Clock network drawn from the DEF:
Bar = 50 microns.
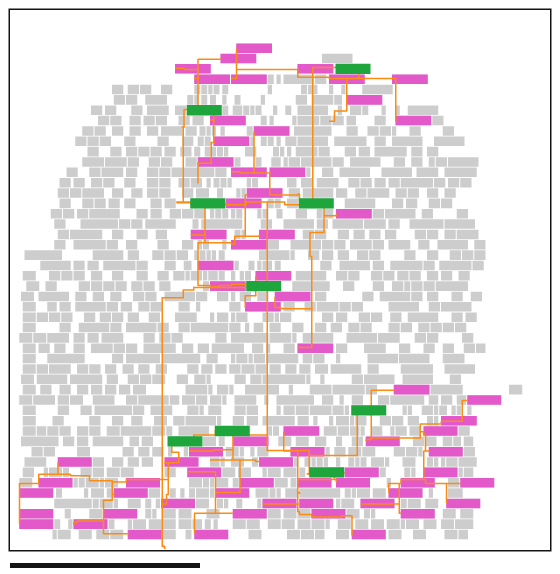
Sequential cells colored by netlist name:
Other sequential cells in the stronger gray, the rest of the logic in the fainter gray.
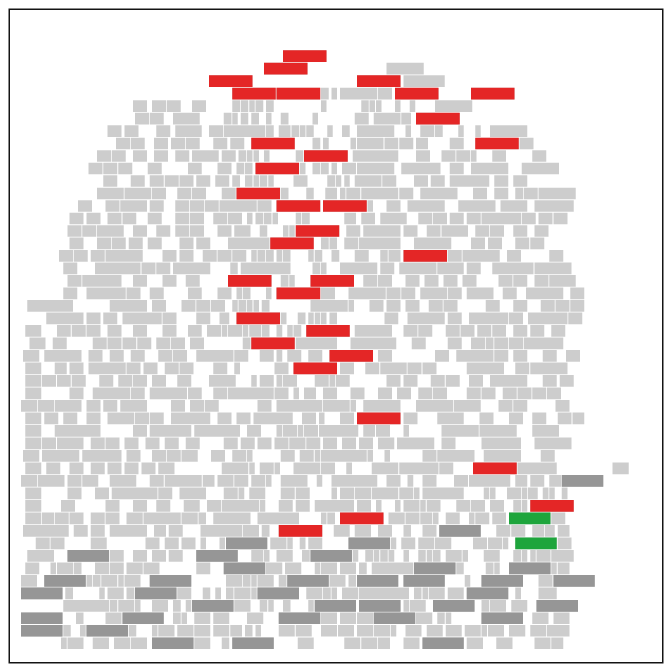
Design fcs32_gen_ctl, sky130hd; sources not shown.
==> results.toml <==
# implementation run metrics
[cts]
clk_pin_slew_ps = 60
cts_hold_buffers = 0
cts_resized = 0
cts_setup_buffers = 0
cts_tree = "yes"
htreeDepth = 3
cts_buffers = 9
cts_buffer_depth = 2
cts-root-buf = "clkbuf_16"
numClockSinks = 70

[finish]
area_delta_synth_final_pct = 12.9
fillCellCount = 1576
drive_above_1_share = 0.135
layout.nets = 996
multi_input_comb_area_sq_um = 7490
antenna_cells = 0
regArea_sq_um = 1790

[sta]
grt_setup_unrepaired = "false"
finalClockPeriodUsage = 0.847
relSlewSlack = 0.372
fmax_mhz = 169
report.final.slew_viol_count = 0
setup_ws_ps = 1070
tightest_slew_ps = 942
holdWs_ps = 430
hold_viol = 0
setup_tns_ps = 0
setup_viol = 0
fin_crit_ps = 5930

[synth]
yosys_warnings = 0
yosys_cells = 906
synth_cells = 906
seq_area_frac_synth = 0.188
most_common_cell = "xnor2_1"
ys_top_cells_by_count = "xnor2_1 (311), xor2_1 (82), nand2_1 (70)"
ff_type = "dfrtp_1"
synth_nets = 944
ys_ff = 70
avgSynthCellArea_sq_um = 10.5
top_area_frac = 0.286
syn_area_sq_um = 9520
ys_types = 36
top_area_cell = "xnor2_1"
synth-edff-count = 0
yosys_area_sq_um = 9520
async_flop_share = 1.00
area_leaders = "xnor2_1 (29%), xnor3_1 (12%), dfrtp_1 (10%)"

[worst_hold_path]
min_path_cells = 2
hp-class = "reg -> reg"

[grt]
grt_max_degree = 71
grt_pass1_vias = 6709
grt_pass1_wl_microns = 42800
grt_usage = 0.293
overflow = 0
grt_antenna_before_repair = 0

[critical_path]
cp_max_fo = 10
start_kind = "input port"
worst-endpoint-arrival_ps = 6150
end_kind = "register"
cp.required_ps = 7220
critPathKind = "in -> reg"
ff2ff_setup_slack_ps = 2520
ff2ff_path_depth = 10

[routing]
wl_per_cell_microns = 23.6
drcViolationCount = 0
vias = 6648
postRouteWirelength_microns = 28200
dr.pass1.iters = 5
via_per_inst = 5.55
drt_iter0_drc = 617
drtAntennaViolNets = 0

[floorplan]
dieArea_sq_um = 20100
num_io_pins = 75
die_h_microns = 142
initial_core_util = 0.509
die_w_microns = 142
coreArea_sq_um = 18700
fp-row-count = 50

[outcome]
run_status = "completed"

[placement]
pre_cts_slack_ps = 761
place.port_buffers = 74
routabilityCongestion = 0.991
dpl.hpwl_microns = 23000

[job]
warnings = 26
maxCapViolCount = 0
Back to the opening pictures, 'clock network drawn from the DEF':
Key: green = clock-net drivers [count 9]; orange = clock wires [length 1060 microns]; magenta = flip-flops [count 70]
There are 10 routed clock nets.
Worst-Skew Late Latency: 350 ps

Back to the opening pictures, 'sequential cells colored by netlist name':
Key: red = crc_q [sequential cells 32]; green = state_q [sequential cells 2]
Another 36 sequential cells are not colored.
fin util: 0.575
Seq area share: 0.167

## cell usage in the layout, fill, tap and decap left out, drive strengths merged, types with 2 or more instances in the layout
cell / netlist / final
clkbuf: 25 / 10
bufinv: 0 / 2
xnor2: 342 / 342
nand2: 70 / 70
mux2i: 33 / 33
buf: 23 / 16
nor2: 62 / 62
nor2b: 3 / 3
dfstp: 32 / 32
a22o: 3 / 3
xnor3: 61 / 61
xor2: 100 / 100
o21ai: 59 / 59
inv: 0 / 2
clkdlybuf4s50: 0 / 73
xor3: 12 / 12
o21a: 3 / 3
o31ai: 2 / 2
a21oi: 29 / 29
dfrtp: 38 / 38
## worst max-delay path, cell delays in order
cell and delay, ps:
clkdlybuf4s50_1 900, xnor2_2 540, xnor3_1 430, xor2_2 400, xnor2_1 280, xor3_1 490
xnor3_1 820, xnor2_1 250, xnor3_1 450, nand2_1 120, a21oi_1 70
## through the flow
stage	instance area, sq um	cells
after floorplan	9520	906
after global placement	10400	1181
after detailed placement	10400	1181
after CTS	10700	1197
after global routing	10700	1197
final	10700	1197
## kinds of logic after synthesis
family / synth area share
xor+xnor: 0.637
simple gates: 0.0575
compound gates: 0.0552
flops: 0.188
buf+inv: 0.0263
mux: 0.0359
## area by class of cell
cell class              instances  share of cell area
clock inverters                 6             0.00873
multi-input cells             788               0.697
repair buffers                 89              0.0789
clock buffers                  10              0.0213
flip-flops and latches         70               0.167
well taps                     234              0.0272
## metal layers
| layer | GRT usage | routed length, microns | part of all wire |
|---|---|---|---|
| met1 | 0.393 | 11600 | 0.41 |
| met2 | 0.471 | 13300 | 0.47 |
| met3 | 0.0427 | 2040 | 0.072 |
| met4 | 0.133 | 1260 | 0.045 |
| met5 | 0 | 0 | 0 |
